## config.mk

```make
export PLATFORM = sky130hd
export DESIGN_NAME = mvm_ctrl_v2
export DESIGN_NICKNAME = d
export VERILOG_FILES = /design/src/rtl/mvm_ctrl_v2.sv
export SDC_FILE = /design/constraint.sdc
export NUM_CORES = 1
export LEC_CHECK = 0
export ABC_AREA = 1
export CORE_AREA = 2 2 114 116
export CTS_CLUSTER_SIZE = 8
export DETAILED_ROUTE_END_ITERATION = 10
export DIE_AREA = 0 0 116 118
export PLACE_DENSITY = 0.62
export SLEW_MARGIN = 20
export SYNTH_ARGS = -nofsm -noshare
export SYNTH_HDL_FRONTEND = slang
export SYNTH_SLANG_ARGS = --single-unit
```

## constraint.sdc

```tcl
create_clock -name clk -period 4 [get_ports clk]
set_input_delay 0.8 -clock clk [delete_from_list [all_inputs] [get_ports clk]]
set_output_delay 0.8 -clock clk [all_outputs]
set_load 0.1 [all_outputs]
```

## src/rtl/mvm_ctrl_v2.sv

```systemverilog
// Read-sequencing controller for the matrix-vector engine: walks vector/matrix
// buffers row by row and delays the accumulator sideband to match read latency.
module mvm_ctrl_v2 #(
    parameter int VEC_ADDRW = 8,
    parameter int MAT_ADDRW = 9,
    parameter int VEC_SIZEW = VEC_ADDRW + 1,
    parameter int MAT_SIZEW = MAT_ADDRW + 1,
    parameter int RD_LAT    = 1
) (
    input  logic                 clk,
    input  logic                 rst,
    input  logic                 start,
    input  logic                 abort,
    input  logic                 stall,
    input  logic [VEC_ADDRW-1:0] vec_start_addr,
    input  logic [VEC_SIZEW-1:0] vec_num_words,
    input  logic [MAT_ADDRW-1:0] mat_start_addr,
    input  logic [MAT_SIZEW-1:0] mat_num_rows_per_olane,
    input  logic [MAT_SIZEW-1:0] mat_row_stride,
    output logic [VEC_ADDRW-1:0] vec_raddr,
    output logic [MAT_ADDRW-1:0] mat_raddr,
    output logic                 accum_first,
    output logic                 accum_last,
    output logic                 ovalid,
    output logic                 busy,
    output logic                 done
);

    localparam logic [1:0] ST_IDLE  = 2'd0;
    localparam logic [1:0] ST_RUN   = 2'd1;
    localparam logic [1:0] ST_DRAIN = 2'd2;

    logic [1:0]           state_q, state_d;
    logic [VEC_ADDRW-1:0] vec_base_q, vec_base_d;
    logic [VEC_SIZEW-1:0] num_words_q, num_words_d;
    logic [MAT_SIZEW-1:0] num_rows_q, num_rows_d;
    logic [MAT_ADDRW-1:0] stride_q, stride_d;
    logic [VEC_SIZEW-1:0] word_q, word_d;
    logic [MAT_SIZEW-1:0] row_q, row_d;
    logic [MAT_ADDRW-1:0] row_base_q, row_base_d;
    logic [VEC_ADDRW-1:0] vec_raddr_q, vec_raddr_d;
    logic [MAT_ADDRW-1:0] mat_raddr_q, mat_raddr_d;

    logic iss_valid;
    logic iss_first;
    logic iss_last;
    logic job_end;
    logic pend;
    logic done_s;

    assign iss_valid = (state_q == ST_RUN) && !abort && !stall;
    assign iss_first = (word_q == '0);
    assign iss_last  = (word_q == num_words_q - VEC_SIZEW'(1));
    assign job_end   = iss_last && (row_q == num_rows_q - MAT_SIZEW'(1));

    // Job FSM, descriptor latch and address walk; addresses are kept as running
    // sums so row*stride never needs a multiplier.
    always_comb begin
        state_d     = state_q;
        vec_base_d  = vec_base_q;
        num_words_d = num_words_q;
        num_rows_d  = num_rows_q;
        stride_d    = stride_q;
        word_d      = word_q;
        row_d       = row_q;
        row_base_d  = row_base_q;
        vec_raddr_d = vec_raddr_q;
        mat_raddr_d = mat_raddr_q;
        case (state_q)
            ST_IDLE: begin
                if (start && !abort) begin
                    vec_base_d  = vec_start_addr;
                    num_words_d = vec_num_words;
                    num_rows_d  = mat_num_rows_per_olane;
                    stride_d    = mat_row_stride[MAT_ADDRW-1:0];
                    word_d      = '0;
                    row_d       = '0;
                    row_base_d  = mat_start_addr;
                    vec_raddr_d = vec_start_addr;
                    mat_raddr_d = mat_start_addr;
                    if ((vec_num_words != '0) && (mat_num_rows_per_olane != '0)) begin
                        state_d = ST_RUN;
                    end else begin
                        state_d = ST_DRAIN;
                    end
                end else begin
                    state_d = ST_IDLE;
                end
            end
            ST_RUN: begin
                if (abort) begin
                    state_d = ST_IDLE;
                end else if (!stall) begin
                    if (iss_last) begin
                        word_d      = '0;
                        row_d       = row_q + MAT_SIZEW'(1);
                        row_base_d  = row_base_q + stride_q;
                        vec_raddr_d = vec_base_q;
                        mat_raddr_d = row_base_q + stride_q;
                    end else begin
                        word_d      = word_q + VEC_SIZEW'(1);
                        vec_raddr_d = vec_raddr_q + VEC_ADDRW'(1);
                        mat_raddr_d = mat_raddr_q + MAT_ADDRW'(1);
                    end
                    if (job_end) begin
                        state_d = (RD_LAT == 0) ? ST_IDLE : ST_DRAIN;
                    end else begin
                        state_d = ST_RUN;
                    end
                end else begin
                    state_d = ST_RUN;
                end
            end
            ST_DRAIN: begin
                if (abort || !pend) begin
                    state_d = ST_IDLE;
                end else begin
                    state_d = ST_DRAIN;
                end
            end
            default: begin
                state_d = ST_IDLE;
            end
        endcase
    end

    // Completion pulse lines up with the final beat leaving the sideband pipe.
    always_comb begin
        done_s = 1'b0;
        if (state_q == ST_DRAIN) begin
            done_s = !abort && !pend;
        end else if (state_q == ST_RUN) begin
            done_s = (RD_LAT == 0) && iss_valid && job_end;
        end else begin
            done_s = 1'b0;
        end
    end

    // State and datapath registers.
    always_ff @(posedge clk) begin
        if (rst) begin
            state_q     <= ST_IDLE;
            vec_base_q  <= '0;
            num_words_q <= '0;
            num_rows_q  <= '0;
            stride_q    <= '0;
            word_q      <= '0;
            row_q       <= '0;
            row_base_q  <= '0;
            vec_raddr_q <= '0;
            mat_raddr_q <= '0;
        end else begin
            state_q     <= state_d;
            vec_base_q  <= vec_base_d;
            num_words_q <= num_words_d;
            num_rows_q  <= num_rows_d;
            stride_q    <= stride_d;
            word_q      <= word_d;
            row_q       <= row_d;
            row_base_q  <= row_base_d;
            vec_raddr_q <= vec_raddr_d;
            mat_raddr_q <= mat_raddr_d;
        end
    end

    generate
        if (RD_LAT > 0) begin : g_pipe
            logic [RD_LAT-1:0] pv_q, pv_d;
            logic [RD_LAT-1:0] pf_q, pf_d;
            logic [RD_LAT-1:0] pl_q, pl_d;

            // Sideband shift register; stalls enter as bubbles, abort flushes it.
            always_comb begin
                pv_d    = '0;
                pf_d    = '0;
                pl_d    = '0;
                pend    = 1'b0;
                if (!abort) begin
                    pv_d[0] = iss_valid;
                    pf_d[0] = iss_valid && iss_first;
                    pl_d[0] = iss_valid && iss_last;
                    for (int i = 1; i < RD_LAT; i++) begin
                        pv_d[i] = pv_q[i-1];
                        pf_d[i] = pf_q[i-1];
                        pl_d[i] = pl_q[i-1];
                    end
                end else begin
                    pv_d = '0;
                end
                for (int i = 0; i < RD_LAT - 1; i++) begin
                    pend = pend | pv_q[i];
                end
            end

            // Sideband pipeline registers.
            always_ff @(posedge clk) begin
                if (rst) begin
                    pv_q <= '0;
                    pf_q <= '0;
                    pl_q <= '0;
                end else begin
                    pv_q <= pv_d;
                    pf_q <= pf_d;
                    pl_q <= pl_d;
                end
            end

            assign ovalid      = pv_q[RD_LAT-1];
            assign accum_first = pf_q[RD_LAT-1];
            assign accum_last  = pl_q[RD_LAT-1];
        end else begin : g_nopipe
            assign pend        = 1'b0;
            assign ovalid      = iss_valid;
            assign accum_first = iss_valid && iss_first;
            assign accum_last  = iss_valid && iss_last;
        end
    endgenerate

    assign vec_raddr = vec_raddr_q;
    assign mat_raddr = mat_raddr_q;
    assign busy      = (state_q != ST_IDLE);
    assign done      = done_s;

endmodule

```

### Power grid, run 1

Scale bar: 20 um. Pins as bars on the die edge. Tap cells in gray.
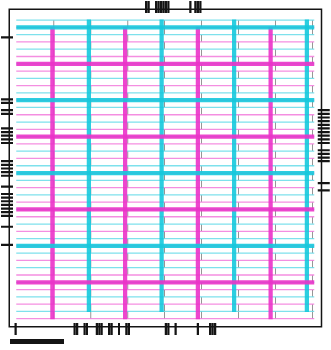
Magenta is VSS. Cyan is VDD.
172 tap cells. 8 straps on met5.

### Placed cells, one color a class, run 1

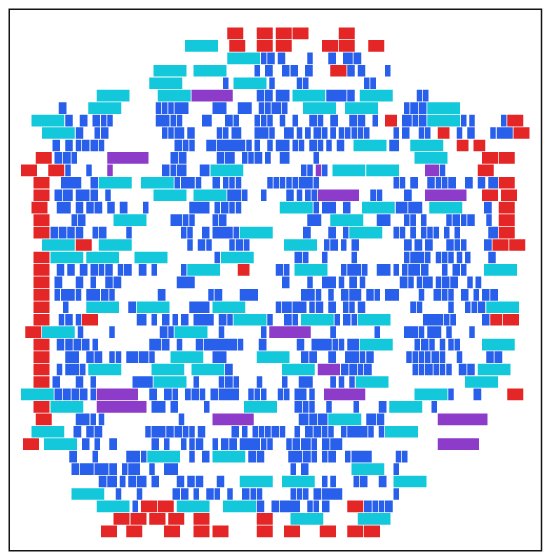
Blue is all other logic, cells 635, share of their area 53%. Cyan is flip-flops, cells 86, share of their area 29%. Red is other buffers and delay cells, cells 76, share of their area 13%. Purple is clock drivers and dummy loads, cells 15, share of their area 5.3%.

### Clock distribution, run 1

Scale bar: 20 um.
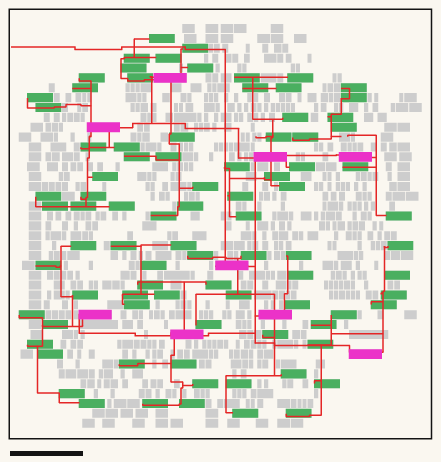
Red is clock wires, length 1250 um. Green is flip-flops, count 86. Magenta is cells driving clock nets, count 9.
There are 10 routed clock nets. Position of the flops: spread over the die.

==> results.ini, run 1 <==
[flow_run]
maxCapViolCount = 0

[route]
routed_wl_um = 13400
ant_nets = 0
vias = 4995
drc = 0
dr_wl_met3_um = 701

[pwr]
power.density_nw_per_um2 = 390
p_clk_uw = 905
p_seq_frac = 0.398

[critical_path]
ff2ff_setup_slack_ns = 1.35
timing.rr.start = num_words_q[0]
critPathBufInv = 2
cp_data_arrival_time_ns = 1.94
cp_slowest_cell = clkdlybuf4s50_1
critPathLaunchType = flip-flop

[yosys]
yosys_register_bits = 86
yosys.area.top_type = dfxtp_1
ys_cells = 751
netlist_top_cells_area = dfxtp_1 (34%), nand2_1 (11%), nor2_1 (7.7%)
yosys_warnings = 0
flop_cell = dfxtp_1

[min_path]
hold_start = vec_base_q[0]
worstHoldPathType = reg -> reg

[run_status]
status = completed

[final_timing]
rsz0062_at_grt = false
slew_headroom = 0.339
final_hold_viol_count = 0

[floorplanning]
ios = 73

[final_layout]
fin_nets = 875
synthToLayoutAreaGrowth_pct = 22.8
drive_gt1_frac = 0.0406
comb_area_frac = 0.466
flops = 86
layout_top_cells = nand2_1 (147), nor2_1 (102), dfxtp_1 (86), a21oi_1 (74), clkdlybuf4s50_1 (70)

[clocking]
clk_path_buf_depth = 2
cts_tree = built
clk_pin_slew_worst_paths_ns = 0.06

### Wiring by layer, run 1

Scale bar: 20 um. Only two layers are drawn.
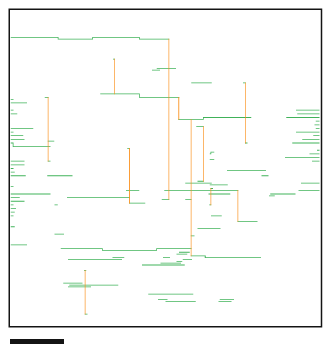

==> run 1 -> run 2 <==
- PLACE_DENSITY: 0.62 -> 0.64
- clock period: 4 -> 2.3 ns (I/O delays scaled with it)
### Wiring by layer, run 2

Scale bar: 20 um. Only two layers are drawn.
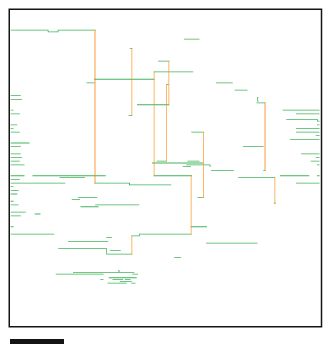
Green is met3, wire length 670 um. Orange is met4, wire length 254 um.

==> results.ini, run 2 <==
[final_timing]
final_hold_viol_count = 0  ; unchanged
slew_headroom = 0.691  ; +0.352
rsz0062_at_grt = false

[route]
drc = 0  ; unchanged
ant_nets = 0  ; unchanged
dr_wl_met3_um = 669  ; -4.6%
vias = 5046  ; +1.0%

[clocking]
cts_tree = built
clk_pin_slew_worst_paths_ns = 0.06  ; about the same

[min_path]
worstHoldPathType = reg -> reg
hold_start = vec_base_q[0]

[floorplanning]
ios = 73  ; unchanged
core_area_um2 = 12400

[yosys]
yosys_register_bits = 86  ; unchanged
yosys_warnings = 0  ; unchanged
netlist_top_cells_area = dfxtp_1 (34%), nand2_1 (11%), nor2_1 (7.7%)
flop_cell = dfxtp_1

[global_routing]
antenna_found_initial = 0
grt_busiest_layer = met2

[critical_path]
ff2ff_setup_slack_ns = 0.17  ; -1.18 ns
cp_slowest_cell = dfxtp_1
timing.rr.start = num_words_q[0]
critPathBufInv = 2  ; unchanged
critPathLaunchType = flip-flop
cp_data_arrival_time_ns = 2.37  ; +0.43 ns

[pwr]
power.density_nw_per_um2 = 657  ; +68%
p_seq_frac = 0.404  ; +0.006
switchingPower_uw = 1320

[final_layout]
comb_area_frac = 0.461  ; -0.00561
fin_nets = 888  ; +1.5%
drive_gt1_frac = 0.0897  ; +0.0491
synthToLayoutAreaGrowth_pct = 25.0
layout_top_cells = nand2_1 (147), nor2_1 (101), dfxtp_1 (84), a21oi_1 (74), inv_1 (68)

[run_status]
status = completed

[flow_run]
maxCapViolCount = 0  ; unchanged

### The clock network, run 2

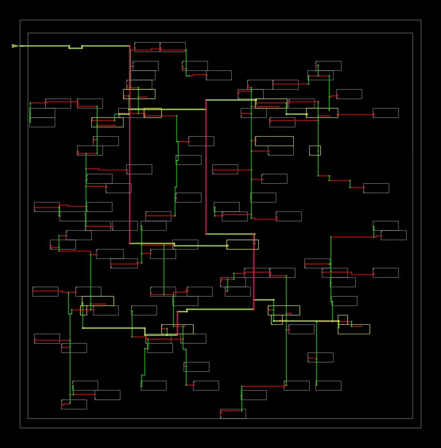
clock skew: 0.00608 ns
clock buffers: 10
Clock net power: 1490 uW
flip-flops: 86

No activity file was given, so power comes from the tool's default toggle rates.
